Design riscv_dmem_arbiter, sky130hd; sources not shown.
==> images/pdn.png <==
Scale bar: 20 um. Pins as bars on the die edge. Tap cells in gray.
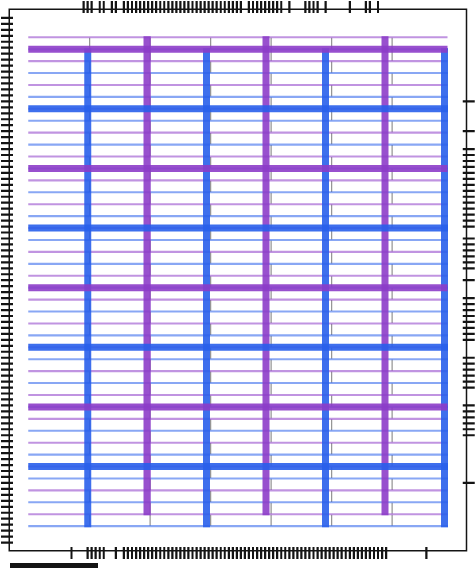
color	net
blue	VSS
purple	VDD
met4 straps	7
met5 straps	8
tap cells	129
met1 rails	42
rows	41
Die Wd: 104 um
CORE AREA: 0.0107 mm^2

==> images/cell_classes.png <==
Scale bar: 20 um.
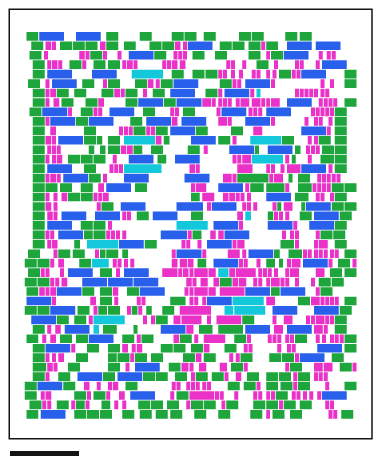
color	class	cells	share of their area
cyan	clock drivers and dummy loads	16	4.2%
green	other buffers and delay cells	300	41%
magenta	all other logic	448	28%
blue	flops	95	27%
flop share of the area: 26.0%
fin util: 68.6%
fin area: 0.00731 mm^2

==> images/clock_map.png <==
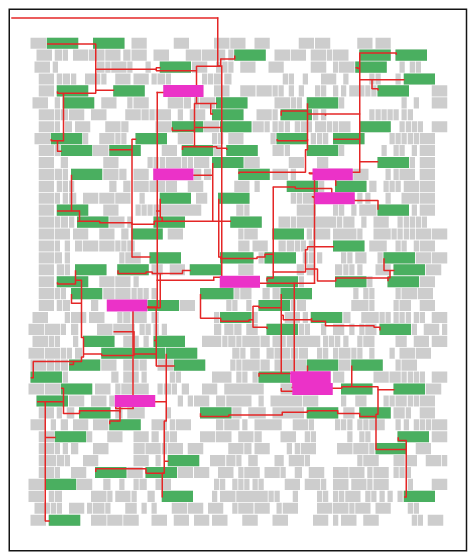
[green] flip-flops | count: 95
[red] clock wires | length: 1250 um
[magenta] cells driving clock nets | count: 9
flops lie	widely spread
routed clock nets	10
clock-net power: 1.84 mW
Clock Skews: 0.00563 ns
clock share of power: 34.4%
clk ins delay skew pair: 0.34 ns

==> images/metal_stack.png <==
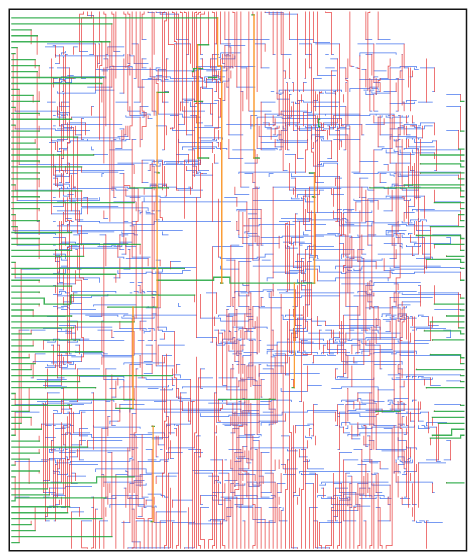
color	layer	wire length
red	met2	7610 um
orange	met4	263 um
blue	met1	5000 um
green	met3	1340 um
total global-route track usage: 21.6%
drt total wl: 14200 um

==> images/final_congestion.png <==
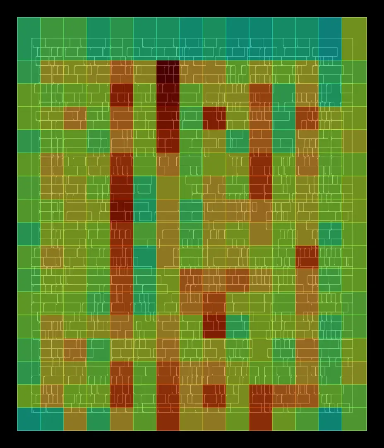
grt met1 use: 21.5%
Most Crowded Layer GR: met2
met3 Usage GRT: 8.41%
routed length per placed instance: 14.4 um
met2 GRT Util: 40.9%

==> impl_metrics.json <==
{
  "rsz0062_at_grt": "yes",
  "layout.cells.most_common": "clkdlybuf4s50_1",
  "min_delay_path_depth": 3,
  "grt_pass1_wl_um": 21900,
  "p_seq_share_pct": 40.5,
  "ys_seq_share_pct": 47.8,
  "final-seq-area_mm2": 0.00190,
  "port_buffers": 259,
  "dr.first_iter.drc_count": 163,
  "cts_buffer_depth": 2,
  "nFillCells": 911,
  "comb_share_pct": 25.4,
  "crit_fanout": 2,
  "netSwitchingFraction_pct": 26.7,
  "post-synth-top-count-cell": "nand2_1",
  "n_all_inverters": 47,
  "dieArea_mm2": 0.0128,
  "top_cells_by_area": "dfxtp_1, nand2_1, nor2_1",
  "synth.avg_cell_area_um2": 6.95,
  "worst_slack_ns": 0.0780,
  "async_reset_ff_share_pct": 0,
  "grt_max_degree": 16,
  "p_total_mw": 5.35,
  "status": "finished, final reports clean",
  "hpwl_um": 11200,
  "routed.top_layer": "met4",
  "pre_cts_slack_ns": -0.847,
  "areaGrowthSynthToFinish_pct": 83.8,
  "num-multi-input-gates": 401,
  "ant_nets": 0,
  "critical_path_buf_inv_count": 3,
  "powerSeq_mw": 2.17,
  "htreeDepth": 3,
  "ys_sh_aoi_pct": 7.51,
  "dr_wl_met3_um": 1340,
  "comb_cell_power_mw": 1.34,
  "ir_drop_uv": 465,
  "grt_pass1_vias": 4432,
  "synth_warnings": 0,
  "worstSetupPathType": "reg2out",
  "drc": 0,
  "finalSetupViolations": 0,
  "place_inst": 962,
  "grt_overflow": 0,
  "ys_ff": 95,
  "timing.critical_path.mode_cell": "buf_6",
  "hold_slack_ns": 0.254,
  "biggestCellCategory": "non-clock buffers",
  "cts_tree": "done",
  "via_count": 4475,
  "ff_count": 95,
  "leakage_nw": 3.21,
  "setup_tns_ns": 0,
  "maxCapViolations": 0,
  "cts_resized": 45,
  "edf_count": 0,
  "syn_inst": 573,
  "placed_area_mm2": 0.00674,
  "critPathRequiredTime_ns": 1.62,
  "initCoreUtil_pct": 37.3,
  "slowest_delay_ns": 0.32,
  "synthAdderAreaFrac_pct": 0.943,
  "wl_met1_um": 5000,
  "pin_count": 263,
  "grt_antenna_before_repair": 0
}
Power figures rest on the tool's default switching activity, not on a simulated workload.
